**config.mk**
```make
export PLATFORM = sky130hd
export DESIGN_NAME = see_cone_campaign
export DESIGN_NICKNAME = d
export VERILOG_FILES = /design/src/rtl/see_cone_campaign.sv
export SDC_FILE = /design/constraint.sdc
export NUM_CORES = 1
export LEC_CHECK = 0
export ABC_CLOCK_PERIOD_IN_PS = 3400
export CAP_MARGIN = 40
export CORE_MARGIN = 4
export CORE_UTILIZATION = 52
export CTS_CLUSTER_SIZE = 24
export DETAILED_ROUTE_END_ITERATION = 10
export PLACE_DENSITY = 0.8
export SLEW_MARGIN = 20
export SYNTH_ARGS = -nofsm -noshare
export SYNTH_HDL_FRONTEND = slang
export SYNTH_SLANG_ARGS = --single-unit
```
**constraint.sdc**
```tcl
create_clock -name clk -period 3.4 [get_ports clk]
set_input_delay 0.68 -clock clk [delete_from_list [all_inputs] [get_ports clk]]
set_output_delay 0.68 -clock clk [all_outputs]
set_load 0.01 [all_outputs]
```
**src/rtl/see_cone_campaign.sv**
```systemverilog
// SEE fault-campaign sequencer: drives vectors into a golden/faulty cone pair,
// compares their outputs at the end of each hold window and accumulates error statistics.
module see_cone_campaign #(
    parameter int unsigned N_IN      = 9,
    parameter int unsigned N_OUT     = 1,
    parameter int unsigned CNT_W     = 16,
    parameter int unsigned HOLD      = 2,
    parameter logic [N_IN-1:0] LFSR_TAPS = N_IN'(9'h110)
) (
    input  logic              clk,
    input  logic              rst_n,
    input  logic              start,
    input  logic              abort,
    input  logic              mode,
    input  logic [N_IN-1:0]   seed,
    input  logic [CNT_W-1:0]  num_vectors,
    input  logic [N_OUT-1:0]  golden_out,
    input  logic [N_OUT-1:0]  faulty_out,
    output logic [N_IN-1:0]   stim,
    output logic              busy,
    output logic              done,
    output logic [CNT_W-1:0]  vec_count,
    output logic [CNT_W-1:0]  err_count,
    output logic [N_OUT-1:0]  err_mask,
    output logic [N_IN-1:0]   first_err_vec,
    output logic              first_err_vld
);

    localparam int unsigned HOLD_W = (HOLD > 1) ? $clog2(HOLD) : 1;

    typedef enum logic [1:0] {S_IDLE, S_APPLY, S_DONE} state_e;

    state_e             state_q, state_d;
    logic [HOLD_W-1:0]  hold_q, hold_d;
    logic               mode_q, mode_d;
    logic [CNT_W-1:0]   num_q, num_d;
    logic [N_IN-1:0]    stim_q, stim_d;
    logic               busy_q, busy_d;
    logic               done_q, done_d;
    logic [CNT_W-1:0]   vec_q, vec_d;
    logic [CNT_W-1:0]   err_q, err_d;
    logic [N_OUT-1:0]   mask_q, mask_d;
    logic [N_IN-1:0]    fvec_q, fvec_d;
    logic               fvld_q, fvld_d;

    logic [N_OUT-1:0]   diff;
    logic [N_IN-1:0]    stim_next;

    assign diff      = golden_out ^ faulty_out;
    assign stim_next = mode_q ? {stim_q[N_IN-2:0], ^(stim_q & LFSR_TAPS)}
                              : stim_q + N_IN'(1);

    always_comb begin
        state_d = state_q;
        hold_d  = hold_q;
        mode_d  = mode_q;
        num_d   = num_q;
        stim_d  = stim_q;
        vec_d   = vec_q;
        err_d   = err_q;
        mask_d  = mask_q;
        fvec_d  = fvec_q;
        fvld_d  = fvld_q;
        case (state_q)
            S_IDLE: begin
                if (start) begin
                    mode_d = mode;
                    num_d  = num_vectors;
                    hold_d = '0;
                    vec_d  = '0;
                    err_d  = '0;
                    mask_d = '0;
                    fvec_d = '0;
                    fvld_d = 1'b0;
                    if (num_vectors != '0) begin
                        // An all-zero LFSR state would lock up, so substitute 1
                        stim_d  = (mode && seed == '0) ? N_IN'(1) : seed;
                        state_d = S_APPLY;
                    end else begin
                        state_d = S_DONE;
                    end
                end
            end
            S_APPLY: begin
                if (abort) begin
                    state_d = S_DONE;
                end else if (hold_q == HOLD_W'(HOLD - 1)) begin
                    hold_d = '0;
                    vec_d  = vec_q + CNT_W'(1);
                    if (diff != '0) begin
                        if (err_q != '1) err_d = err_q + CNT_W'(1);
                        mask_d = mask_q | diff;
                        if (!fvld_q) begin
                            fvec_d = stim_q;
                            fvld_d = 1'b1;
                        end
                    end
                    if (vec_d == num_q) state_d = S_DONE;
                    else                stim_d  = stim_next;
                end else begin
                    hold_d = hold_q + HOLD_W'(1);
                end
            end
            S_DONE:  state_d = S_IDLE;
            default: state_d = S_IDLE;
        endcase
        busy_d = (state_d == S_APPLY);
        done_d = (state_d == S_DONE);
    end

    always_ff @(posedge clk or negedge rst_n) begin
        if (!rst_n) begin
            state_q <= S_IDLE;
            hold_q  <= '0;
            mode_q  <= 1'b0;
            num_q   <= '0;
            stim_q  <= '0;
            busy_q  <= 1'b0;
            done_q  <= 1'b0;
            vec_q   <= '0;
            err_q   <= '0;
            mask_q  <= '0;
            fvec_q  <= '0;
            fvld_q  <= 1'b0;
        end else begin
            state_q <= state_d;
            hold_q  <= hold_d;
            mode_q  <= mode_d;
            num_q   <= num_d;
            stim_q  <= stim_d;
            busy_q  <= busy_d;
            done_q  <= done_d;
            vec_q   <= vec_d;
            err_q   <= err_d;
            mask_q  <= mask_d;
            fvec_q  <= fvec_d;
            fvld_q  <= fvld_d;
        end
    end

    assign stim          = stim_q;
    assign busy          = busy_q;
    assign done          = done_q;
    assign vec_count     = vec_q;
    assign err_count     = err_q;
    assign err_mask      = mask_q;
    assign first_err_vec = fvec_q;
    assign first_err_vld = fvld_q;

endmodule
```
Fig. 1: run 1, drive-strength map
Scale bar: 20 um.
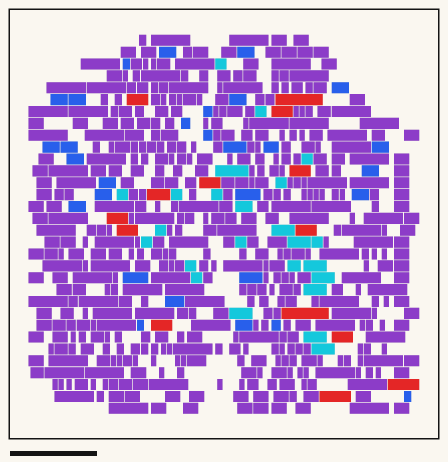
Key: x6 and larger = red [cells 14]; x2 = blue [cells 29]; x3 and x4 = cyan [cells 24]; x1 and smaller = purple [cells 472]
bufs w/o clock: 99
final instance area: 5430 um^2

Fig. 2: run 1, the clock network
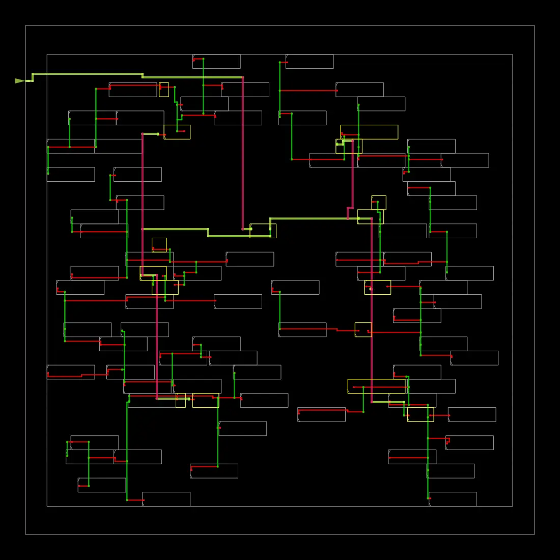
skew final: 0.0134 ns
total CTS buffers: 9
clk_buf instances: 9
CTS Sinks: 74
flop count: 74

Fig. 3: run 1, a small window of the routed layout
Window x 59 to 89, y 10 to 40 um. Cells in grey, sequential cells in the stronger grey; small squares are vias.
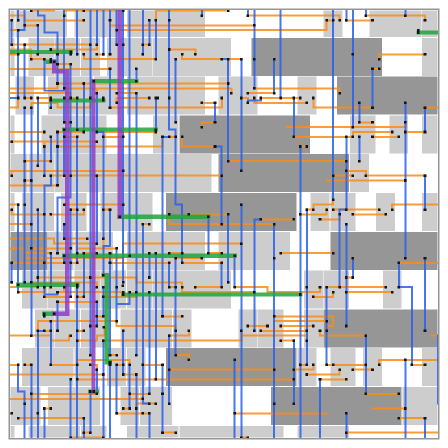
Key: M1 = orange; M4 = purple; M2 = blue; M3 = green
Most frequent: nand2_1 (20), o21ai_0 (12), dfrtp_1 (9). Netlist names of flops here include first_err_vec (5), stim (4). Sequential cells in the window: 9. 72 logic cells have their middle in the window.

Fig. 4: run 1, routed clock nets over the placement
Scale bar: 20 um.
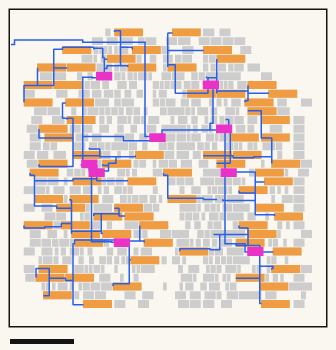
Key: clock-net drivers = magenta [count 9]; clock wires = blue [length 948 um]; flip-flops = orange [count 74]
There are 10 routed clock nets.

==> impl_metrics.json, run 1 <==
{
  "crit_end": "stim[1]$_DFFE_PN0P_",
  "dieWidth_um": 98.1,
  "syn2layout_area_growth_pct": 28.7,
  "wl_per_cell_um": 17.3,
  "start_kind": "register",
  "crit_path_start": "vec_count[0]$_DFFE_PN0P_",
  "cp.arrival_ns": 3.43,
  "yosysUniqueCellTypes": 55,
  "ys_top_logic_family": "simple AND/OR/NAND/NOR gates",
  "synthArstFlopShare_pct": 100,
  "power.share.switching_pct": 36.3,
  "die_h_um": 98.1,
  "placed_area_um2": 5180,
  "critPathSlowestCell": "dfrtp_1",
  "fin_cells": 641,
  "syn_nets": 484,
  "core_um2": 7810,
  "numPortBuffers": 85,
  "cp-end-kind": "register",
  "cp_max_fo": 9,
  "logic_gates": 337,
  "slew_viol_final": 0,
  "rows": 32,
  "finalWorstSetupSlack_ns": 0.207,
  "diodes": 0,
  "wirelength_met1_um": 4830,
  "adder_share_pct": 0.890,
  "ios": 86,
  "gr-usage-all-layers_pct": 23.7,
  "grt_antenna_before_repair": 0,
  "peakVddDrop_uv": 409,
  "first_pass_iters": 7,
  "cts_setup_buffers": 0,
  "highest_layer": "met4",
  "globalplace.congestion": 0.896,
  "p_sw_w": 0.00130,
  "dp.cells": 623,
  "top_usage_layer": "met2",
  "clk_latency_ns": 0.36,
  "vias": 3798,
  "warnings": 26,
  "cp_slowest_stage_delay_ns": 0.49,
  "grt_pass1_vias": 3795,
  "period_needed_ns": 3.19,
  "grt_max_degree": 42,
  "seq_area_um2": 1850,
  "synthXorXnorAreaFrac_pct": 7.86,
  "worst_ep_required_time_ns": 3.64,
  "finalCritPeriodShare_pct": 93.9,
  "numSynthFlops": 74,
  "synthTopCellsByArea": "dfrtp_1 44%, o21ai_0 5.1%, xnor2_1 4.8%",
  "detail-route-antenna-nets": 0,
  "routed_via_density": 5.93,
  "setup_tns_ns": 0,
  "critPathBufInv": 1,
  "ys.flop_type": "dfrtp_1",
  "ctsRootBufferMaster": "clkbuf_8",
  "rrSetupSlack_ns": 0.21,
  "status": "completed",
  "dr_wl_met2_um": 5370,
  "grt_use_met3_pct": 4.50,
  "grt_pass1_wl_um": 18700,
  "whs_ns": 0.148,
  "worstMarginPinSlew_ns": 0.810,
  "pwr-share-comb_pct": 38.9,
  "finalSetupViolations": 0,
  "hold_path.class": "input pin to asynchronous set/reset pin",
  "clkTransAtPathRegs_ns": 0.08,
  "cts_tree": "done",
  "rr_worst_depth": 10,
  "die-area_um2": 9620,
  "post_cts_resized": 0,
  "largest_class": "combinational gates",
  "final_nets": 569,
  "ys_sh_mux_pct": 7.36,
  "p_total_w": 0.00358,
  "internal-power_w": 0.00228,
  "powerSeq_w": 0.00143,
  "holdBufCountCts": 0,
  "met1_usage_pct": 32.0,
  "yosysCellCount": 449,
  "bufAreaShareNonClock_pct": 18.1,
  "criticalPathCategory": "register to register",
  "max_clock_freq_mhz": 313,
  "synth-warning-count": 0,
  "dpl.hpwl_um": 7980,
  "pwr-share-clk_pct": 21.1,
  "ys_sh_aoi_pct": 16.5,
  "fp-utilization_pct": 54.0,
  "max-slew-margin-rel_pct": 45.4,
  "drt_iter0_markers": 207,
  "yosysTopAreaCell": "dfrtp_1",
  "path_delay_family": "simple AND/OR/NAND/NOR gates",
  "synthCells": 449,
  "netlist_top_cells_count": "74 x dfrtp_1, 51 x nand2_1, 43 x o21ai_0",
  "largestPowerGroup": "sequential cells",
  "tap_cells": 102,
  "wl_met3_um": 707,
  "syn_area_um2": 4220,
  "synth-edff-count": 0,
  "ys_seq_share_pct": 43.9,
  "avgSynthCellArea_um2": 9.39,
  "p_leak_nw": 2.20,
  "htreeDepth": 3,
  "drv_cap": 0,
  "clk-power_w": 0.000757,
  "wl_um": 11100,
  "place_ws_ns": 0.273,
  "clk_path_buf_depth": 2
}
Fig. 5: run 1, where the registers sit
Scale bar: 20 um. Other sequential cells in the stronger grey, the rest of the logic in the fainter grey.
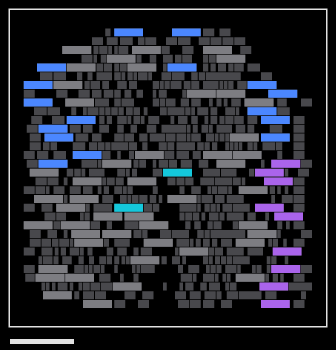

## Run 2: what changed since run 1
ABC_CLOCK_PERIOD_IN_PS = 3100   (was 3400)
clock period = 3.1 ns   (was 3.4 ns; I/O delays follow)
Fig. 6: run 2, where the registers sit
Scale bar: 20 um. Other sequential cells in the stronger grey, the rest of the logic in the fainter grey.
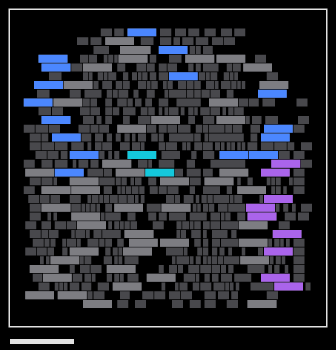
Key: state_q = cyan [flops 2]; num_q = blue [flops 16]; first_err_vec = purple [flops 9]
Another 47 sequential cells are not coloured.
flop share of the area: 33.8%
utilization of the core after routing: 70.3%

==> run 2 against run 1 <==
Effect of this change: count of clock-buffer cells in the layout is 2 higher; critical endpoint is now stim[8]$_DFFE_PN0P_; worst setup slack worse by 0.074 ns; via count is 2.2% higher; synthesized cell count stayed put; global-route usage is 0.37 points higher; worst hold slack better by 0.16 ns; cell count is 0.94% higher; clock skew is 0.0016 ns lower; routed wire length is 2.7% higher; die size stayed put.
==> impl_metrics.json, run 2 <==
{
  "dr_wl_met2_um": 5550,
  "syn2layout_area_growth_pct": 30.1,
  "yosysTopAreaCell": "dfrtp_1",
  "diodes": 0,
  "most-common-layout-cells": "84 x clkdlybuf4s50_1, 73 x dfrtp_1, 51 x nand2_1",
  "ys_top_logic_family": "simple AND/OR/NAND/NOR gates",
  "fp-utilization_pct": 54.0,
  "core_um2": 7810,
  "status": "completed",
  "peakVddDrop_uv": 478,
  "synthXorXnorAreaFrac_pct": 7.86,
  "dp.cells": 630,
  "pwr-share-clk_pct": 21.2,
  "yosysUniqueCellTypes": 55,
  "fin_cells": 647,
  "seq_cell_count": 74,
  "ys_sh_mux_pct": 7.36,
  "die-area_um2": 9620,
  "max-slew-margin-rel_pct": 47.1,
  "critPathBufInv": 1,
  "largest_class": "combinational gates",
  "internal-power_w": 0.00253,
  "powerSeq_w": 0.00157,
  "place_ws_ns": 0.0537,
  "gr-usage-all-layers_pct": 24.0,
  "ys.flop_type": "dfrtp_1",
  "wl_per_cell_um": 17.6,
  "rows": 32,
  "synth-warning-count": 0,
  "ctsRootBufferMaster": "clkbuf_8",
  "highest_layer": "met4",
  "adder_share_pct": 0.890,
  "rr_worst_depth": 10,
  "hold_path.class": "input pin to asynchronous set/reset pin",
  "finalCritPeriodShare_pct": 95.7,
  "final_nets": 575,
  "path_delay_family": "AND-OR/OR-AND gates",
  "setup_tns_ns": 0,
  "clkTransAtPathRegs_ns": 0.08,
  "final_area_um2": 5490,
  "period_needed_ns": 2.97,
  "cp_slowest_stage_delay_ns": 0.43,
  "cts_tree": "done",
  "largestPowerGroup": "sequential cells",
  "htreeDepth": 3,
  "dpl.hpwl_um": 8050,
  "tap_cells": 102,
  "holdBufCountCts": 0,
  "worst_ep_required_time_ns": 3.35,
  "worstMarginPinSlew_ns": 0.786,
  "crit_path_start": "vec_count[1]$_DFFE_PN0P_",
  "ys_sh_aoi_pct": 16.5,
  "routed_via_density": 6.00,
  "p_sw_w": 0.00144,
  "crit_end": "stim[8]$_DFFE_PN0P_",
  "start_kind": "register",
  "syn_area_um2": 4220,
  "ys_seq_share_pct": 43.9,
  "syn_nets": 484,
  "globalplace.congestion": 0.869,
  "first_pass_iters": 5,
  "slew_viol_final": 0,
  "drt_iter0_markers": 251,
  "numSynthFlops": 74,
  "grt_pass1_wl_um": 18900,
  "rrSetupSlack_ns": 0.13,
  "p_leak_nw": 2.24,
  "power.share.switching_pct": 36.2,
  "clkSinkCount": 74,
  "avgSynthCellArea_um2": 9.39,
  "finalWorstSetupSlack_ns": 0.133,
  "numPortBuffers": 85,
  "vias": 3881,
  "logic_gates": 337,
  "seq_area_um2": 1850,
  "warnings": 26,
  "finalSetupViolations": 0,
  "synthArstFlopShare_pct": 100,
  "cts_buffers": 9,
  "wl_met3_um": 844,
  "max_clock_freq_mhz": 337,
  "wirelength_met1_um": 4880,
  "cp.arrival_ns": 3.21,
  "cts_setup_buffers": 0,
  "post_cts_resized": 0,
  "grt_pass1_vias": 3740,
  "die_h_um": 98.1,
  "criticalPathCategory": "register to register",
  "p_total_w": 0.00397,
  "synth-edff-count": 0,
  "detail-route-antenna-nets": 0,
  "met1_usage_pct": 33.4,
  "synthCells": 449,
  "grt_max_degree": 46,
  "grt_antenna_before_repair": 0,
  "cp_max_fo": 9,
  "drv_cap": 0,
  "n_all_buffers": 105,
  "grt_use_met3_pct": 5.43,
  "netlist_top_cells_count": "74 x dfrtp_1, 51 x nand2_1, 43 x o21ai_0",
  "bufAreaShareNonClock_pct": 18.4,
  "placed_area_um2": 5230,
  "pwr-share-comb_pct": 39.2,
  "critPathSlowestCell": "dfrtp_1",
  "clk_path_buf_depth": 2,
  "yosysCellCount": 449
}
Fig. 7: run 2, the clock network
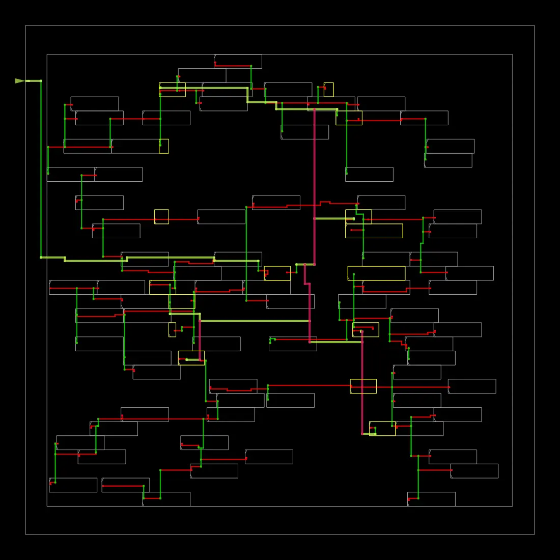
skew final: 0.0118 ns
P_clk: 0.000844 W
Worst-Skew Late Latency: 0.36 ns
clk_buf instances: 11

Fig. 8: run 2, routed clock nets over the placement
Scale bar: 20 um.
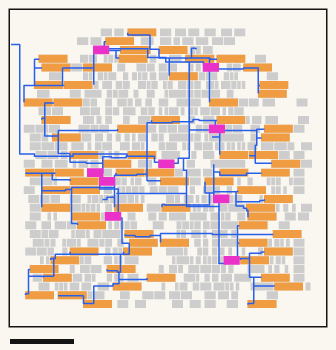

## Run 3: what changed since run 2
CORE_UTILIZATION = 50   (was 52)
PLACE_DENSITY = 0.77   (was 0.8)
Fig. 9: run 3, routed clock nets over the placement
Scale bar: 20 um.
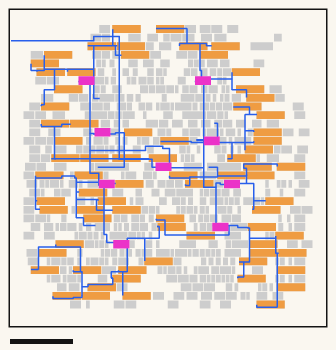
Key: flip-flops = orange [count 74]; clock-net drivers = magenta [count 9]; clock wires = blue [length 907 um]
There are 10 routed clock nets.
clock share of power: 21.5%
Worst-Skew Late Latency: 0.35 ns
skew final: 0.0122 ns
P_clk: 0.000847 W

Fig. 10: run 3, drive-strength map
Scale bar: 20 um.
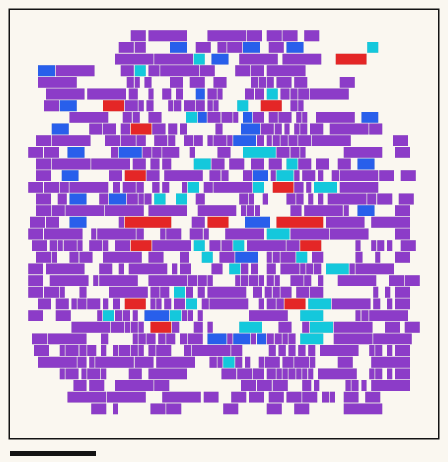
Key: x3 and x4 = cyan [cells 32]; x1 and smaller = purple [cells 469]; x2 = blue [cells 28]; x6 and larger = red [cells 14]
final instance area: 5480 um^2
bufs w/o clock: 104
P&R area growth vs syn: 29.8%

==> run 3 against run 2 <==
Effect of this change: synthesized cell count did not move; clock skew barely moved; non-clock buffer count down 1; via count down 2.3%; critical path type unchanged; critical endpoint is now stim[2]$_DFFE_PN0P_.
==> impl_metrics.json, run 3 <==
{
  "powerSeq_w": 0.00157,
  "grt_antenna_before_repair": 0,
  "largestPowerGroup": "sequential cells",
  "ys_sh_mux_pct": 7.36,
  "drt_iter0_markers": 177,
  "ys_seq_share_pct": 43.9,
  "yosysUniqueCellTypes": 55,
  "core_um2": 8220,
  "gr-usage-all-layers_pct": 22.2,
  "max_clock_freq_mhz": 341,
  "cts_setup_buffers": 0,
  "cp_max_fo": 9,
  "cts_buffers": 9,
  "critPathBufInv": 1,
  "pwr-share-comb_pct": 38.5,
  "path_delay_family": "AND-OR/OR-AND gates",
  "setup_tns_ns": 0,
  "grt_max_degree": 41,
  "ys_sh_aoi_pct": 16.5,
  "netlist_top_cells_count": "74 x dfrtp_1, 51 x nand2_1, 43 x o21ai_0",
  "highest_layer": "met4",
  "ys_top_logic_family": "simple AND/OR/NAND/NOR gates",
  "rrSetupSlack_ns": 0.17,
  "numSynthFlops": 74,
  "cp.arrival_ns": 3.16,
  "numPortBuffers": 85,
  "die_h_um": 99.8,
  "grt_pass1_vias": 3684,
  "bufAreaShareNonClock_pct": 18.3,
  "max-slew-margin-rel_pct": 48.2,
  "worstMarginPinSlew_ns": 0.768,
  "dr_wl_met2_um": 4990,
  "seq_area_um2": 1850,
  "num-clock-buffers": 11,
  "criticalPathCategory": "register to register",
  "synth-edff-count": 0,
  "crit_end": "stim[2]$_DFFE_PN0P_",
  "wirelength_met1_um": 4860,
  "seq_share_pct": 33.8,
  "internal-power_w": 0.00254,
  "globalplace.congestion": 0.888,
  "diodes": 0,
  "detail-route-antenna-nets": 0,
  "status": "completed",
  "largest_class": "combinational gates",
  "cp-end-kind": "register",
  "synthArstFlopShare_pct": 100,
  "adder_share_pct": 0.890,
  "dpl.hpwl_um": 7790,
  "fp-utilization_pct": 51.3,
  "ctsRootBufferMaster": "clkbuf_8",
  "finalWorstSetupSlack_ns": 0.168,
  "warnings": 26,
  "inverters": 13,
  "power.share.switching_pct": 35.4,
  "critPathSlowestCell": "dfrtp_1",
  "synthCells": 449,
  "dp.cells": 633,
  "rows": 33,
  "p_sw_w": 0.00139,
  "vias": 3790,
  "top_usage_layer": "met2",
  "post_cts_resized": 0,
  "avgSynthCellArea_um2": 9.39,
  "ios": 86,
  "dieWidth_um": 99.8,
  "ys.flop_type": "dfrtp_1",
  "rr_worst_depth": 10,
  "placed_area_um2": 5240,
  "yosysTopAreaCell": "dfrtp_1",
  "clk_path_buf_depth": 2,
  "wl_met3_um": 673,
  "cp_slowest_stage_delay_ns": 0.48,
  "peakVddDrop_uv": 327,
  "most-common-layout-cells": "84 x clkdlybuf4s50_1, 74 x dfrtp_1, 51 x nand2_1",
  "syn_area_um2": 4220,
  "final_nets": 574,
  "htreeDepth": 3,
  "die-area_um2": 9970,
  "finalSetupViolations": 0,
  "fin_util_pct": 66.6,
  "crit_path_start": "vec_count[0]$_DFFE_PN0P_",
  "wl_per_cell_um": 16.6,
  "routed_via_density": 5.85,
  "p_total_w": 0.00393,
  "fin_cells": 648,
  "grt_use_met3_pct": 4.45,
  "synthTopCellsByArea": "dfrtp_1 44%, o21ai_0 5.1%, xnor2_1 4.8%",
  "finalCritPeriodShare_pct": 94.6,
  "start_kind": "register",
  "grt_pass1_wl_um": 17900,
  "period_needed_ns": 2.93
}
No activity file was given, so power comes from the tool's default toggle rates.
